`src/rtl/gb_video_pkg.sv`:
```
// Shared video types and LCD geometry for the PPU pixel sink.
package gb_video_pkg;

  typedef enum logic [1:0] {
    H_BLANK = 2'd0,
    V_BLANK = 2'd1,
    SCAN    = 2'd2,
    DRAW    = 2'd3
  } PPU_STATES_t;

  typedef enum logic [2:0] {
    SINK_UNSYNC,
    SINK_WAIT_LINE,
    SINK_LINE,
    SINK_FLUSH,
    SINK_DRAIN
  } sink_state_t;

  localparam logic [7:0]  LCD_W             = 8'd160;
  localparam logic [7:0]  LCD_H             = 8'd144;
  localparam logic [12:0] FB_BYTES_PER_LINE = 13'd40;

  typedef struct packed {
    logic [12:0] addr;
    logic [7:0]  data;
  } fb_wr_t;

  // Left-justify a partial group of `fill` pixels, zero-padding the unused slots.
  function automatic logic [7:0] pad_byte(input logic [7:0] pack, input logic [1:0] fill);
    return pack << {3'd4 - {1'b0, fill}, 1'b0};
  endfunction

endpackage

```
`src/rtl/ppu_px_sink_fifo.sv`:
```
// Synchronous write buffer for packed framebuffer bytes; push on full is accepted when a pop
// happens in the same cycle.
module px_sink_fifo
  import gb_video_pkg::*;
#(
  parameter int DEPTH = 4
) (
  input  logic   clk,
  input  logic   rst,
  input  logic   push,
  input  fb_wr_t push_data,
  input  logic   pop,
  output fb_wr_t head,
  output logic   full,
  output logic   empty
);

  localparam int AW = $clog2(DEPTH);

  fb_wr_t         mem [DEPTH];
  logic [AW:0]    wptr, rptr;
  logic           do_push, do_pop;

  assign do_pop  = pop && !empty;
  assign do_push = push && (!full || do_pop);

  always_ff @(posedge clk) begin
    if (rst) begin
      wptr <= '0;
      rptr <= '0;
    end else begin
      if (do_push) begin
        mem[wptr[AW-1:0]] <= push_data;
        wptr              <= wptr + 1'b1;
      end
      if (do_pop) rptr <= rptr + 1'b1;
    end
  end

  assign empty = (wptr == rptr);
  assign full  = (wptr[AW] != rptr[AW]) && (wptr[AW-1:0] == rptr[AW-1:0]);
  assign head  = mem[rptr[AW-1:0]];

endmodule

```
`src/rtl/ppu_px_sink.sv`:
```
// PPU pixel stream to 160x144 2bpp framebuffer writer. Define PX_PALETTE_EN to store BGP shades
// instead of raw colour indices.
//   state      | meaning
//   UNSYNC     | waiting for first V_BLANK, pixels ignored
//   WAIT_LINE  | between lines, waiting for DRAW
//   LINE       | accepting pixels for line y
//   FLUSH      | push padded partial byte, x=0
//   DRAIN      | frame ended, waiting for FIFO to empty
module ppu_px_sink
  import gb_video_pkg::*;
#(
  parameter int          FIFO_DEPTH = 4,
  parameter logic [12:0] FB_BASE    = 13'd0
) (
  input  logic        clk,
  input  logic        rst,
  input  logic [1:0]  PX_OUT,
  input  logic        PX_valid,
  input  logic [1:0]  PPU_MODE,
  input  logic [7:0]  BGP,
  output logic        FB_WR,
  output logic [12:0] FB_ADDR,
  output logic [7:0]  FB_DATA,
  input  logic        FB_READY,
  output logic        FRAME_DONE,
  output logic        OVERFLOW
);

  sink_state_t state, state_nx;
  PPU_STATES_t mode, prev_mode;
  logic        vblank_enter, line_end;
  logic [7:0]  x, y, pack, pack_nx;
  logic [12:0] line_base, grp_addr;
  logic        frame_end_pend;
  logic [1:0]  px_st;
  logic        px_take, flush_cyc;
  logic        push, pop, full, empty;
  fb_wr_t      push_data, head;

`ifdef PX_PALETTE_EN
  assign px_st = BGP[{PX_OUT, 1'b1} -: 2];
`else
  logic unused_bgp;
  assign unused_bgp = ^BGP;
  assign px_st      = PX_OUT;
`endif

  assign mode         = PPU_STATES_t'(PPU_MODE);
  assign vblank_enter = (mode == V_BLANK) && (prev_mode != V_BLANK);
  assign line_end     = (prev_mode == DRAW) && (mode == H_BLANK);

  always_ff @(posedge clk) begin
    if (rst) state <= SINK_UNSYNC;
    else     state <= state_nx;
  end

  always_comb begin
    state_nx = state;
    case (state)
      SINK_UNSYNC:    if (vblank_enter) state_nx = SINK_WAIT_LINE;
      SINK_WAIT_LINE: if (vblank_enter)         state_nx = SINK_DRAIN;
                      else if (mode == DRAW)    state_nx = SINK_LINE;
      SINK_LINE:      if (vblank_enter || line_end) state_nx = SINK_FLUSH;
      SINK_FLUSH:     state_nx = frame_end_pend ? SINK_DRAIN : SINK_WAIT_LINE;
      SINK_DRAIN:     if (empty) state_nx = SINK_WAIT_LINE;
      default:        state_nx = SINK_UNSYNC;
    endcase
  end

  always_comb begin
    px_take    = (state == SINK_LINE) && PX_valid;
    flush_cyc  = (state == SINK_FLUSH);
    FRAME_DONE = (state == SINK_DRAIN) && empty;
  end

  assign pack_nx  = {pack[5:0], px_st};
  assign grp_addr = FB_BASE + line_base + {7'd0, x[7:2]};

  always_comb begin
    push      = 1'b0;
    push_data = '0;
    if (px_take && x < LCD_W && y < LCD_H && x[1:0] == 2'd3) begin
      push      = 1'b1;
      push_data = '{addr: grp_addr, data: pack_nx};
    end else if (flush_cyc && x[1:0] != 2'd0 && x < LCD_W && y < LCD_H) begin
      push      = 1'b1;
      push_data = '{addr: grp_addr, data: pad_byte(pack, x[1:0])};
    end
  end

  always_ff @(posedge clk) begin
    if (rst) begin
      prev_mode      <= H_BLANK;
      x              <= '0;
      y              <= '0;
      line_base      <= '0;
      pack           <= '0;
      frame_end_pend <= 1'b0;
      OVERFLOW       <= 1'b0;
    end else begin
      prev_mode <= mode;
      if (push && full && !pop) OVERFLOW <= 1'b1;
      case (state)
        SINK_LINE: begin
          frame_end_pend <= vblank_enter;
          if (px_take) begin
            pack <= pack_nx;
            if (x != 8'hFF) x <= x + 8'd1;
          end
        end
        SINK_FLUSH: begin
          x    <= '0;
          pack <= '0;
          // y saturates at LCD_H so surplus lines stay clipped until V_BLANK.
          if (!frame_end_pend && y < LCD_H) begin
            y         <= y + 8'd1;
            line_base <= line_base + FB_BYTES_PER_LINE;
          end
        end
        SINK_DRAIN: begin
          if (empty) begin
            y         <= '0;
            line_base <= '0;
          end
        end
        default: ;
      endcase
    end
  end

  px_sink_fifo #(.DEPTH(FIFO_DEPTH)) u_fifo (
    .clk       (clk),
    .rst       (rst),
    .push      (push),
    .push_data (push_data),
    .pop       (pop),
    .head      (head),
    .full      (full),
    .empty     (empty)
  );

  assign FB_WR   = !empty;
  assign FB_ADDR = empty ? FB_BASE : head.addr;
  assign FB_DATA = empty ? 8'd0    : head.data;
  assign pop     = FB_WR && FB_READY;

endmodule

```
`config.mk`:
```
export PLATFORM = sky130hd
export DESIGN_NAME = ppu_px_sink
export DESIGN_NICKNAME = d
export VERILOG_FILES = /design/src/rtl/gb_video_pkg.sv /design/src/rtl/ppu_px_sink_fifo.sv /design/src/rtl/ppu_px_sink.sv
export SDC_FILE = /design/constraint.sdc
export NUM_CORES = 1
export LEC_CHECK = 0
export CORE_MARGIN = 1
export CORE_UTILIZATION = 50
export CTS_BUF_LIST = sky130_fd_sc_hd__clkbuf_16
export DETAILED_ROUTE_END_ITERATION = 7
export GPL_ROUTABILITY_DRIVEN = 0
export PLACE_DENSITY = 0.71
export SYNTH_ARGS = -nofsm -noshare
export SYNTH_HDL_FRONTEND = slang
export SYNTH_HIERARCHICAL = 1
export SYNTH_SLANG_ARGS = --single-unit
```
`constraint.sdc`:
```
create_clock -name clk -period 4.15 [get_ports clk]
set_input_delay 0.415 -clock clk [delete_from_list [all_inputs] [get_ports clk]]
set_output_delay 0.415 -clock clk [all_outputs]
set_load 0.02 [all_outputs]
```
Fig. 1: run 1, pin placement
Scale: 3 px per um. Pins as bars across the die edge, other pins in grey.
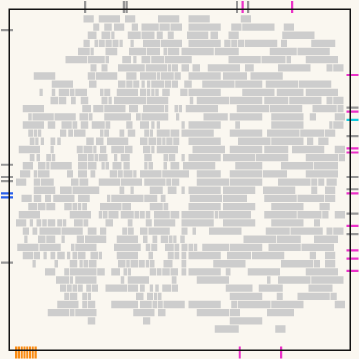
[`FB_ADDR`] magenta | pins: 13 | direction: output | edge: 9 east, 2 north, 2 south
[`FB_WR`] cyan | pins: 1 | direction: output | edge: east
[`BGP`] orange | pins: 8 | direction: input | edge: south
[`PPU_MODE`] blue | pins: 2 | direction: input | edge: west
all pins by edge: 16 east, 10 south, 7 north, 7 west

Fig. 2: run 1, metal 4
Scale: 3 px per um. Supply wires on this layer in grey.
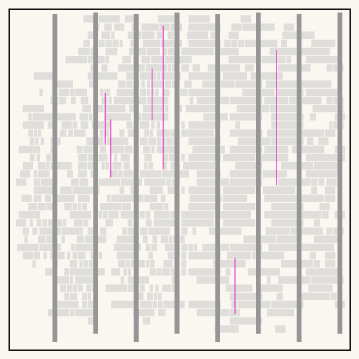
longest straight run: 47.6 um
nets with wire on the layer: 4

==> ci_impl_report.md, run 1 <==
### Yosys + OpenROAD results

| Metric | Value |
|---|---|
| XORs/XNORs by Area | 0.0207 |
| Basic Gates by Area | 0.152 |
| R2R Setup Slk | 1.47 ns |
| Met2 Usage GRT | 0.325 |
| Crit path DRT | 3.73 ns |
| Status | finished, final reports clean |
| DRC | 0 |
| Starting DRC count in detailed routing | 274 |
| OpenROAD warning count | 38 |
| Crit path max fanout | 7 |
| Achievable frequency | 330 MHz |
| Met3 routed WL | 547 um |
| Most frequent cells in the layout | 84 x edfxtp_1, 49 x dfxtp_1, 33 x nor2_1, 31 x nand2_1, 31 x clkdlybuf4s50_1 |
| CTS sink cnt | 133 |
| Final wirelength | 11700 um |
| CP Buf/Inv Count | 2 |
| GRT overflow | 0 |
| Post-synth seq share | 0.567 |
| Maxcap violations | 0 |
| Routed length per instance | 16.8 um |
| Max-slew violations | 0 |
| Port Buf Inserts | 31 |
| Hold Crit Endpoint | line_base[12]$_SDFFE_PP0P_ |
| Comb/total area | 0.344 |
| Busiest grt layer | met2 |
| Final-report hold violation count | 0 |
| Syn nets | 531 |
| Reg2reg path depth | 9 |
| Ys flop type | edfxtp_1 |
| Worst slew pin tran | 1.08 ns |
| Pin count of the biggest net entering global routing | 28 |
| I/O pin cnt | 40 |
| Clk. pwr | 0.00155 W |
| Comb gate area | 2500 um^2 |
| Tapcells | 147 |
| Pre-antenna DRT Iters | 4 |
| Layout cells sized above 1 | 0.149 |
| Pwr/cell area | 425 nW/um^2 |
| H-tree depth | 4 |
| Hold WC Path Type | flop to flop |
Fig. 3: run 1, the clock network
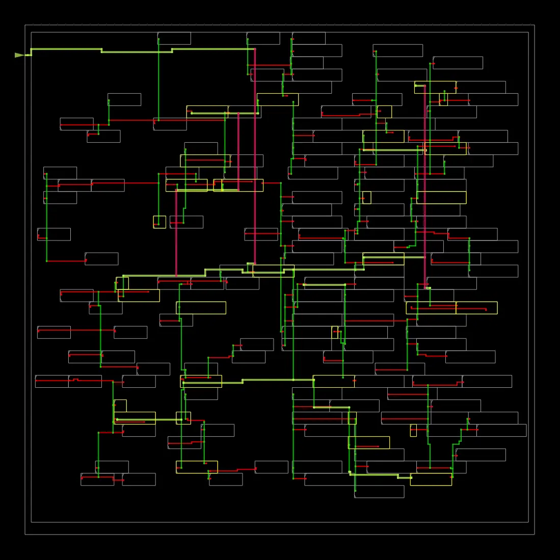
# clk buffers: 17
clock skew: 0.00443 ns
clk ins delay skew pair: 0.42 ns

run 1: through the flow:
stage / hold WS, ns / util / cells / worst slack (ns) / cell area [um^2]
floorplan: 0.435 / - / 502 / 1.40 / 6170
global placement: 0.444 / 0.553 / 666 / 1.21 / 6640
detailed placement: 0.459 / 0.553 / 666 / 1.20 / 6640
CTS: 0.466 / 0.604 / 698 / 1.06 / 7250
global route: 0.498 / 0.604 / 698 / 0.966 / 7250
finish: 0.467 / 0.604 / 698 / 1.12 / 7250
run 1: worst reg2reg max path, delay by kind of cell, from the launching register on:
family	cells	cell delay (ns)
AND/OR/NAND/NOR	3	0.37
adder cells (fa/ha/maj)	1	0.28
buffers and inverters	3	0.54
flip-flops	1	0.51
AND-OR/OR-AND	2	0.63
run 1: cells in the mapped netlist (3+ instances only):
| cell | instances |
|---|---|
| edfxtp_1 | 84 |
| dfxtp_1 | 49 |
| nor2_1 | 34 |
| nand2_1 | 31 |
| a21oi_1 | 29 |
| nor2b_1 | 28 |
| mux4_2 | 21 |
| inv_1 | 19 |
| o21ai_0 | 16 |
| clkbuf_1 | 15 |
| ha_1 | 13 |
| nand3_1 | 12 |
| nand2b_1 | 9 |
| or4_1 | 9 |
| mux2i_1 | 8 |
| buf_2 | 7 |
| nor3_1 | 7 |
| or3_1 | 7 |
| xnor2_1 | 7 |
| and2_1 | 6 |
| o31ai_1 | 6 |
| a22oi_1 | 5 |
| nand3b_1 | 5 |
| a22o_1 | 4 |
| and3_1 | 4 |
| nand4_1 | 4 |
| o211ai_1 | 4 |
| a31o_2 | 3 |
| a31oi_1 | 3 |
| a41oi_1 | 3 |
| mux2_1 | 3 |
| mux2_2 | 3 |
| nand4bb_1 | 3 |
| o21a_1 | 3 |
Fig. 4: run 1, met3 routing
Scale: 4 px per um.
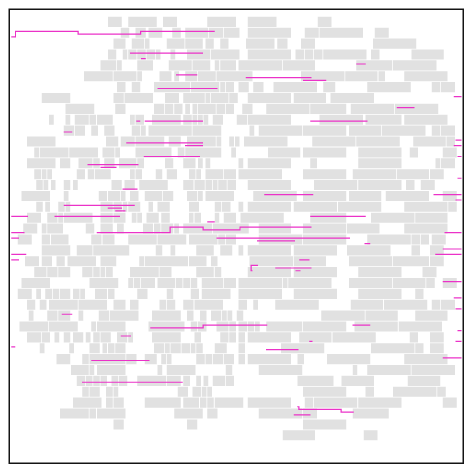

## Run 2: what changed since run 1
==> constraint.sdc (replaced) <==
create_clock -name clk -period 2.9 [get_ports clk]
set_input_delay 0.29 -clock clk [delete_from_list [all_inputs] [get_ports clk]]
set_output_delay 0.29 -clock clk [all_outputs]
set_load 0.02 [all_outputs]
Fig. 5: run 2, met3 routing
Scale: 4 px per um.
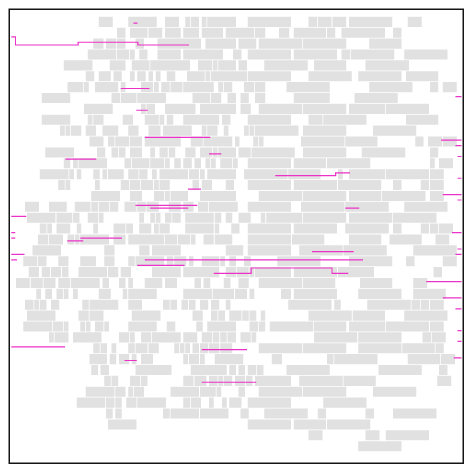
longest straight run: 54.3 um
main direction: horizontal
nets with wire on the layer: 36
wire length on this layer: 343 um

Fig. 6: run 2, pin placement
Scale: 3 px per um. Pins as bars across the die edge, other pins in grey.
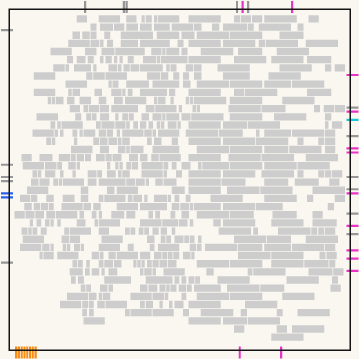
[`PPU_MODE`] blue | pins: 2 | direction: input | edge: west
[`FB_WR`] cyan | pins: 1 | direction: output | edge: east
[`BGP`] orange | pins: 8 | direction: input | edge: south
[`FB_ADDR`] magenta | pins: 13 | direction: output | edge: 9 east, 2 north, 2 south
all pins by edge: 16 east, 10 south, 7 north, 7 west

==> run 2 against run 1 <==
  * Area after synthesis is the same
  * Sequential power grew 44%
  * Total power rose by 42%
  * Global-route usage grew 0.54 points
  * Clock power up 39%
  * Largest power group unchanged
  * Clock skew rose by 0.0049 ns
  * Combinational power up 49%
  * Cell area grew 0.98%
  * Highest routed layer unchanged
  * Routed wire length grew 2.2%
  * Critical endpoint unchanged
==> ci_impl_report.md, run 2 <==
### Yosys + OpenROAD results

| Metric | Value |
|---|---|
| Placed cell area | 6690 um^2 (+0.79%) |
| Fin util | 0.610 (+0.00594) |
| Comb/total area | 0.345 (+0.000408) |
| Ys Warns | 6 |
| Ys flop type | edfxtp_1 |
| Port Buf Inserts | 31 (unchanged) |
| Comb gate area | 2520 um^2 (+1.1%) |
| YS chip area | 6170 um^2 |
| Top cells by count | 84 x edfxtp_1, 49 x dfxtp_1, 34 x nor2_1 |
| Antenna diode instance count | 0 |
| Post-route ant nets | 0 |
| H-tree depth | 4 (unchanged) |
| Clk. pwr | 0.00216 W (+39%) |
| Worst slew pin tran | 0.783 ns (-0.298 ns) |
| Period utilization | 0.931 |
| Starting DRC count in detailed routing | 252 (-8.0%) |
| I/O pin cnt | 40 (unchanged) |
| Crit path max fanout | 7 (unchanged) |
| Layout Cells excl Fill | 705 (+1.0%) |
| Layout clock area frac | 0.0820 |
| Cell count after placement | 673 (+1.1%) |
| Pre-antenna DRT Iters | 4 (unchanged) |
| Final instance area | 7320 um^2 (+0.98%) |
| Pin count of the biggest net entering global routing | 28 (unchanged) |
| # clk buffers | 17 (unchanged) |
| Maxcap violations | 0 (unchanged) |
| Hold WC Path Type | flop to flop |
| CTS sink cnt | 133 (unchanged) |
| Routed length per instance | 17.0 um (+1.2%) |
| DRC | 0 (unchanged) |
| Layout Nets | 574 |
| Pwr/cell area | 596 nW/um^2 (+40%) |
| GRT overflow | 0 (unchanged) |
| Final-report hold violation count | 0 (unchanged) |
| Post-synth seq share | 0.567 (unchanged) |
| Crit path DRT | 2.61 ns (-1.12 ns) |
| Final wirelength | 12000 um (+2.2%) |
| Tapcells | 147 (unchanged) |
| Status | finished, final reports clean |
| PnR worst setup slack | 0.199 ns (-0.920 ns) |
| Achievable frequency | 370 MHz |
| Clock skew | 0.00931 ns (+0.00488 ns) |
| CP max stage cell | clkdlybuf4s50_1 |
| Place WS | 0.332 ns (-0.864 ns) |
| Max-slew violations | 0 (unchanged) |
| Yosys cell count | 502 |
| Layout cells sized above 1 | 0.167 (+0.0178) |
| Die height | 113 um |
| Minimum hold slack | 0.460 ns (-0.00683 ns) |
| GRT Total Usage | 0.202 |
| Clk ins delay skew pair | 0.41 ns (about the same) |
| First-pass GRT wire length | 19800 um |
| R2R Setup Slk | 0.35 ns (-1.12 ns) |
| Most frequent cells in the layout | 84 x edfxtp_1, 46 x dfxtp_1, 33 x nor2_1, 31 x nand2_1, 31 x clkdlybuf4s50_1 |
| RSZ-0062 raised after global routing | no |
| Critical Path Max Stage Delay | 0.61 ns |
| Most frequent cell after synthesis | edfxtp_1 |
| OpenROAD warning count | 38 (unchanged) |
| Fp util | 0.514 |
| Syn nets | 531 (unchanged) |
-- run 2: what timing repair did --
| item | 4_1_cts | 5_1_grt |
|---|---|---|
| resized | 1 | 5 |
| buffers inserted | 0 | 0 |
| setup endpoints to repair | 1 | 23 |
| pin swaps | 0 | 2 |
| cloned | 0 | 0 |
-- run 2: per-layer routing --
metal	wire length, um	part of all wire	track usage
met1	5680	0.47	0.269
met2	5850	0.49	0.329
met3	343	0.029	0.0493
met4	85	0.0071	0.0632
met5	0	0	0
-- run 2: path summary, 6_finish.rpt --
path / start / endpoint / depth (start not counted)
hold reg to reg: line_base[12]$_SDFFE_PP0P_ / line_base[12]$_SDFFE_PP0P_ / 2
setup / recovery: u_fifo/rptr[1]$_SDFFE_PP0N_ / FRAME_DONE / 7
setup reg to reg: x[0]$_SDFFE_PP0P_ / u_fifo/mem[2][19]$_DFFE_PP_ / 9
hold / removal: line_base[12]$_SDFFE_PP0P_ / line_base[12]$_SDFFE_PP0P_ / 2
-- run 2: cell families (layout without fill, tap and decap cells) --
kind of cell,Yosys count,in the layout,share of synthesized area
XOR/XNOR,12,12,0.0207
buffers and inverters,43,99,0.0288
flip-flops,133,133,0.567
multiplexers,36,36,0.103
adder cells (fa/ha/maj),13,13,0.0263
AND/OR/NAND/NOR,171,171,0.152
AND-OR/OR-AND,93,93,0.101
other,1,1,0.000607
-- run 2: critical path, delay by kind of cell, from the launching register on --
| kind | cells | cell delay (ns) |
|---|---|---|
| and+or+nand+nor | 3 | 0.47 |
| xor gates and xnor gates | 1 | 0.30 |
| DFF | 1 | 0.37 |
| buffers and inverters | 3 | 0.86 |
Power and IR drop assume default switching activity.
